**Run 1: wiring by layer**

The bar under the picture is 100 microns long. Two of the layers only.
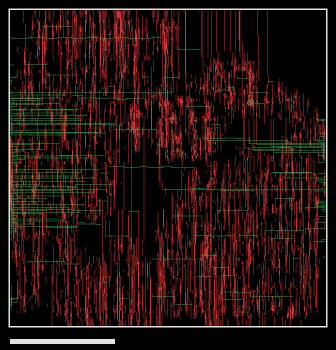
**Run 1: routing congestion map**

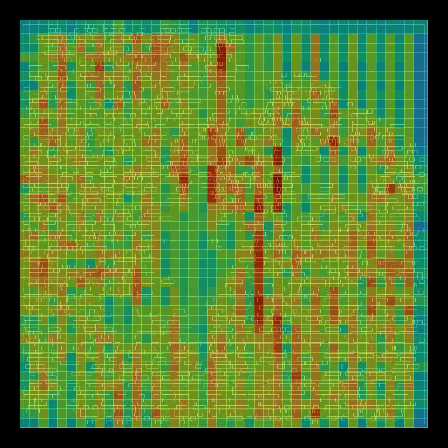
**Run 1: cell classes on the final placement**

The bar under the picture is 100 microns long. Fill, decap, tap and diode cells in gray.
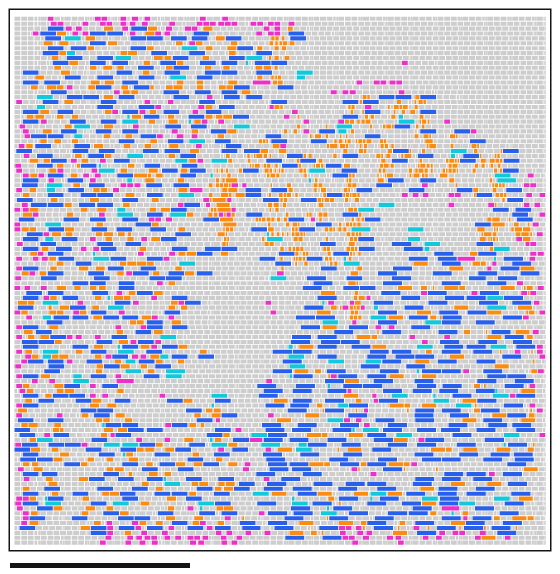
[config.mk]
export PLATFORM = sky130hd
export DESIGN_NAME = query_host_bridge
export DESIGN_NICKNAME = d
export VERILOG_FILES = /design/src/rtl/query_host_bridge_pkg.sv /design/src/rtl/query_host_bridge_result_fifo.sv /design/src/rtl/query_host_bridge.sv
export SDC_FILE = /design/constraint.sdc
export NUM_CORES = 1
export LEC_CHECK = 0
export CAP_MARGIN = 30
export CORE_MARGIN = 2
export CORE_UTILIZATION = 31
export DETAILED_ROUTE_END_ITERATION = 10
export MAX_ROUTING_LAYER = met4
export PLACE_DENSITY = 0.45
export SLEW_MARGIN = 25
export SYNTH_ARGS = -nofsm -noshare
export SYNTH_HDL_FRONTEND = slang
export SYNTH_SLANG_ARGS = --single-unit
[constraint.sdc]
create_clock -name clk_in -period 14.6 [get_ports clk_in]
set_clock_uncertainty 0.05 [all_clocks]
set_input_delay 4.38 -clock clk_in [delete_from_list [all_inputs] [get_ports clk_in]]
set_output_delay 4.38 -clock clk_in [all_outputs]
set_load 0.01 [all_outputs]
[src/rtl/query_host_bridge_pkg.sv]
// query_bridge_pkg: shared constants and FSM state encoding for the query host bridge
package query_bridge_pkg;
  localparam int WORD_W = 32;
  localparam logic [WORD_W-1:0] SENTINEL = 32'hFFFF_FFFF;
  typedef enum logic [1:0] {IDLE, COLLECT, ISSUE, RUN} state_t;
endpackage

[src/rtl/query_host_bridge_result_fifo.sv]
// result_fifo: show-ahead result FIFO; a push on a full FIFO succeeds only alongside a pop
module result_fifo #(
  parameter int DATA_WIDTH = 32,
  parameter int DEPTH      = 8
) (
  input  logic                    i_clk,
  input  logic                    i_rst_n,
  input  logic                    i_push,
  input  logic                    i_pop,
  input  logic [DATA_WIDTH-1:0]   i_data,
  output logic [DATA_WIDTH-1:0]   o_data,
  output logic                    o_empty,
  output logic                    o_full,
  output logic [$clog2(DEPTH):0]  o_count
);
  localparam int AW = $clog2(DEPTH);
  logic [DATA_WIDTH-1:0] r_mem [DEPTH];
  logic [AW-1:0]         r_wr;
  logic [AW-1:0]         r_rd;
  logic [AW:0]           r_count;
  logic                  w_push;
  logic                  w_pop;
  assign o_empty = (r_count == '0);
  assign o_full  = (r_count == (AW+1)'(DEPTH));
  assign o_count = r_count;
  assign o_data  = o_empty ? '0 : r_mem[r_rd];
  assign w_pop   = i_pop && !o_empty;
  assign w_push  = i_push && (!o_full || w_pop);
  // Storage array; contents are don't-care until covered by the count
  always_ff @(posedge i_clk) begin
    if (w_push) r_mem[r_wr] <= i_data;
  end
  // Pointers wrap naturally because DEPTH is a power of two
  always_ff @(posedge i_clk or negedge i_rst_n) begin
    if (!i_rst_n) begin
      r_wr    <= '0;
      r_rd    <= '0;
      r_count <= '0;
    end else begin
      r_wr    <= r_wr + AW'(w_push);
      r_rd    <= r_rd + AW'(w_pop);
      r_count <= r_count + (AW+1)'(w_push) - (AW+1)'(w_pop);
    end
  end
endmodule

[src/rtl/query_host_bridge.sv]
// query_host_bridge: parses sentinel-framed host words into a query frame, hands it to the engine and buffers results
module query_host_bridge
  import query_bridge_pkg::*;
#(
  parameter int DIM         = 4,
  parameter int K_WIDTH     = 16,
  parameter int RES_DEPTH   = 8,
  parameter int TIMEOUT     = 1000000,
  parameter int CHANGE_MODE = 0
) (
  input  logic                         clk_in,
  input  logic                         rst_in,
  input  logic [WORD_W-1:0]            word_in,
  input  logic                         word_valid_in,
  output logic [DIM-1:0][WORD_W-1:0]   query_out,
  output logic [K_WIDTH-1:0]           k_out,
  output logic [WORD_W-1:0]            vertex_id_out,
  output logic                         frame_valid_out,
  input  logic                         frame_ready_in,
  input  logic [WORD_W-1:0]            result_in,
  input  logic                         result_valid_in,
  input  logic                         result_done_in,
  input  logic                         result_deq_in,
  output logic [WORD_W-1:0]            result_data_out,
  output logic                         result_empty_out,
  output logic [$clog2(RES_DEPTH):0]   result_count_out,
  output logic                         overflow_out,
  output logic [31:0]                  cycles_out,
  output logic [7:0]                   err_count_out,
  output logic                         busy_out
);
  localparam int IW = $clog2(DIM + 2);
  state_t              r_state;
  state_t              w_next;
  logic [1:0]          r_rst_sync;
  logic                w_rst_n;
  logic [WORD_W-1:0]   r_prev_word;
  logic [WORD_W-1:0]   r_buf [DIM+1];
  logic [IW-1:0]       r_idx;
  logic [31:0]         r_idle;
  logic                w_acc;
  logic                w_sent;
  logic                w_last;
  logic                w_tmo;
  logic                w_enter;
  logic                w_fire;
  logic                w_err;
  logic                w_push;
  logic                w_full;
  logic                w_drop;
  assign w_rst_n         = r_rst_sync[1];
  assign w_acc           = (CHANGE_MODE != 0) ? (word_in != r_prev_word) : word_valid_in;
  assign w_sent          = (word_in == SENTINEL);
  assign w_last          = (r_idx == IW'(DIM + 1));
  assign w_tmo           = (r_state == COLLECT) && !w_acc && (r_idle == 32'(TIMEOUT - 1));
  assign w_enter         = (r_state == IDLE) && w_acc && w_sent;
  assign w_fire          = (r_state == ISSUE) && frame_ready_in;
  assign w_err           = ((r_state == COLLECT) && w_acc && w_sent) || w_tmo;
  assign w_push          = result_valid_in && (r_state == RUN);
  assign w_drop          = w_push && w_full && !result_deq_in;
  assign frame_valid_out = (r_state == ISSUE);
  assign busy_out        = (r_state != IDLE);
  // Reset asserts immediately but releases only after two clean clock edges
  always_ff @(posedge clk_in or negedge rst_in) begin
    if (!rst_in) r_rst_sync <= 2'b00;
    else r_rst_sync <= {r_rst_sync[0], 1'b1};
  end
  // FSM state register
  always_ff @(posedge clk_in or negedge w_rst_n) begin
    if (!w_rst_n) r_state <= IDLE;
    else r_state <= w_next;
  end
  // Next-state decode
  always_comb begin
    w_next = r_state;
    case (r_state)
      IDLE:    w_next = w_enter ? COLLECT : IDLE;
      COLLECT: w_next = (w_acc && !w_sent && w_last) ? ISSUE : (w_tmo ? IDLE : COLLECT);
      ISSUE:   w_next = frame_ready_in ? RUN : ISSUE;
      RUN:     w_next = result_done_in ? IDLE : RUN;
      default: w_next = IDLE;
    endcase
  end
  // Previous word tracks every cycle so change-detect mode sees each transition
  always_ff @(posedge clk_in or negedge w_rst_n) begin
    if (!w_rst_n) r_prev_word <= '0;
    else r_prev_word <= word_in;
  end
  // Frame collection; the last word goes straight to the outputs together with the buffered ones
  always_ff @(posedge clk_in or negedge w_rst_n) begin
    if (!w_rst_n) begin
      r_idx         <= '0;
      r_idle        <= '0;
      query_out     <= '0;
      k_out         <= '0;
      vertex_id_out <= '0;
      for (int i = 0; i <= DIM; i++) r_buf[i] <= '0;
    end else if (w_enter) begin
      r_idx  <= '0;
      r_idle <= '0;
    end else if (r_state == COLLECT) begin
      r_idle <= w_acc ? '0 : r_idle + 32'd1;
      if (w_acc && w_sent) r_idx <= '0;
      else if (w_acc) begin
        r_idx <= r_idx + IW'(1);
        if (!w_last) r_buf[r_idx] <= word_in;
        else begin
          for (int i = 0; i < DIM; i++) query_out[i] <= r_buf[i];
          k_out         <= r_buf[DIM][K_WIDTH-1:0];
          vertex_id_out <= word_in;
        end
      end
    end
  end
  // Latency, overflow and error bookkeeping
  always_ff @(posedge clk_in or negedge w_rst_n) begin
    if (!w_rst_n) begin
      cycles_out    <= '0;
      overflow_out  <= 1'b0;
      err_count_out <= '0;
    end else begin
      cycles_out    <= w_fire ? '0 : ((r_state == RUN && cycles_out != '1) ? cycles_out + 32'd1 : cycles_out);
      overflow_out  <= w_fire ? 1'b0 : (overflow_out || w_drop);
      err_count_out <= (w_err && err_count_out != 8'hFF) ? err_count_out + 8'd1 : err_count_out;
    end
  end
  result_fifo #(.DATA_WIDTH(WORD_W), .DEPTH(RES_DEPTH)) u_fifo (
    .i_clk   (clk_in),
    .i_rst_n (w_rst_n),
    .i_push  (w_push),
    .i_pop   (result_deq_in),
    .i_data  (result_in),
    .o_data  (result_data_out),
    .o_empty (result_empty_out),
    .o_full  (w_full),
    .o_count (result_count_out)
  );
endmodule
==> results.cfg, run 1 <==
; yosys + openroad results
[detailed_routing]
vias = 15400
viasPerCell = 4.79
drt_first_pass_iters = 5
drtIter0Drc = 794
route.detailed.drc = 0
routed.top_layer = met4

[layout]
final-comb-area_sq_um = 8770
clk_share = 0.0735
top_register = u_fifo.r_mem
clock_buffers = 109
largest_reg_flops = 256
area_growth_pct = 26.6
drive_gt1_frac = 0.267
stdcell_area_sq_um = 34400
mostFrequentLayoutCell = dfrtp_1
fillers = 8077
finalNetCount = 2085

[place]
pre_cts_slack_ns = 5.97
dp_cells = 3069
io_buffers = 326
place_area_sq_um = 31800

[logic_synthesis]
synth-compound-area-share = 0.0267
synthTopCellsByCount = 410 x dfrtp_1, 256 x edfxtp_1, 188 x mux2_2
top_cell_area_share = 0.378
numSynthFlops = 666
most_common_cell = dfrtp_1
synthesis.nets = 1729
yosysSeqAreaShare = 0.661
syn_area_sq_um = 27200
ys_warn_count = 0

[critical_path]
critPathBufInv = 3
critPathRequiredTime_ns = 10.17
rrSetupSlack_ns = 11.08
worst_setup_path_end_kind = output port
arrival_ns = 3.50

[floorplan]
initCoreUtil = 0.313
dieHeight_microns = 300

[final_timing]
tns_ns = 0

[clocking]
cts.sinks = 666
path_clk_slew_ns = 0.06

[pwr]
p_int_mw = 3.46
p_clk_frac = 0.412

[global_route]
grt_pass1_vias = 16400

[hold_path]
hold_class = flop to flop

[status]
status = completed
## Picture notes: 'wiring by layer'
color	layer	wire length
green	met3	5460 microns
red	met2	33.6 mm

## Picture notes: 'routing congestion map'
fin util: 0.397
met2 Use GR: 0.253
met3 Usage GRT: 0.0561
wire per inst: 21.9 microns

## Picture notes: 'cell classes on the final placement'
color	class	cells	share of their area
magenta	other buffers and delay cells	358	11%
blue	flops	666	55%
orange	all other logic	894	27%
cyan	clock drivers and dummy loads	137	7.7%

**Run 1: sequential cells colored by netlist name**

The bar under the picture is 100 microns long. Other sequential cells in the stronger gray, the rest of the logic in the fainter gray.
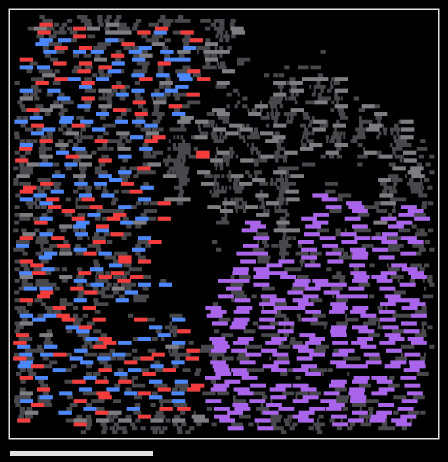

==> run 2: changes to the inputs <==
==> constraint.sdc (replaced) <==
create_clock -name clk_in -period 7.48 [get_ports clk_in]
set_clock_uncertainty 0.05 [all_clocks]
set_input_delay 2.244 -clock clk_in [delete_from_list [all_inputs] [get_ports clk_in]]
set_output_delay 2.244 -clock clk_in [all_outputs]
set_load 0.01 [all_outputs]
**Run 2: sequential cells colored by netlist name**

The bar under the picture is 100 microns long. Other sequential cells in the stronger gray, the rest of the logic in the fainter gray.
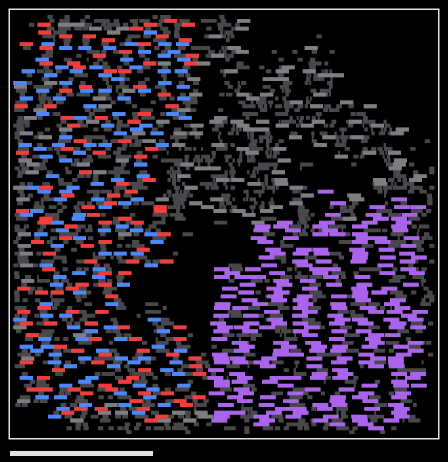
color	netlist name	sequential cells
blue	r_buf	144
purple	u_fifo.r_mem	256
red	query_out	128
not colored	138

==> results.cfg, run 2 <==
; yosys + openroad results
[status]
status = completed

[detailed_routing]
drtIter0Drc = 683
routed.top_layer = met4
route.detailed.drc = 0
viasPerCell = 4.80
wl_per_cell_microns = 22.1
vias = 15500
drt_first_pass_iters = 5

[critical_path]
arrival_ns = 3.47
worst_setup_path_end_kind = output port
critPathRequiredTime_ns = 5.19
crit_path_start_kind = flop
critPathBufInv = 2
rrSetupSlack_ns = 4.36

[hold_path]
hold_class = flop to async pin

[clocking]
path_clk_slew_ns = 0.06
cts.sinks = 666

[logic_synthesis]
synthTopCellsByCount = 410 x dfrtp_1, 256 x edfxtp_1, 188 x mux2_2
synth-compound-area-share = 0.0267
top_cell_area_share = 0.378
ys_warn_count = 0
synthesis.nets = 1729
most_common_cell = dfrtp_1
yosysSeqAreaShare = 0.661
syn_area_sq_um = 27200
ys_sh_adder = 0.00765
numSynthFlops = 666

[layout]
mostFrequentLayoutCell = dfrtp_1
final-comb-area_sq_um = 8770
inverters_excl_clock = 16
utilization = 0.398
top_register = u_fifo.r_mem
clock_buffers = 105
largest_reg_flops = 256
fillers = 8054
drive_gt1_frac = 0.270
stdcell_area_sq_um = 34500
area_growth_pct = 27.2
finalNetCount = 2088
clk_share = 0.0781

[place]
pre_cts_slack_ns = 1.24
place_area_sq_um = 31800
io_buffers = 326
dp_hpwl_microns = 43900
gp_congestion = 0.733
dp_cells = 3072

[pwr]
power_density_nw_per_um2 = 268
p_int_mw = 6.92
p_clk_frac = 0.427
pg_comb_mw = 1.35
swShare = 0.251

[global_route]
gr-usage-met3 = 0.0543
grtUsageMet2 = 0.252
grt_pass1_vias = 16500

[final_timing]
finalHoldViolations = 0
period_used_share = 0.770
tns_ns = 0
hold_ws_ns = 0.259

[floorplan]
dieHeight_microns = 300
initCoreUtil = 0.313
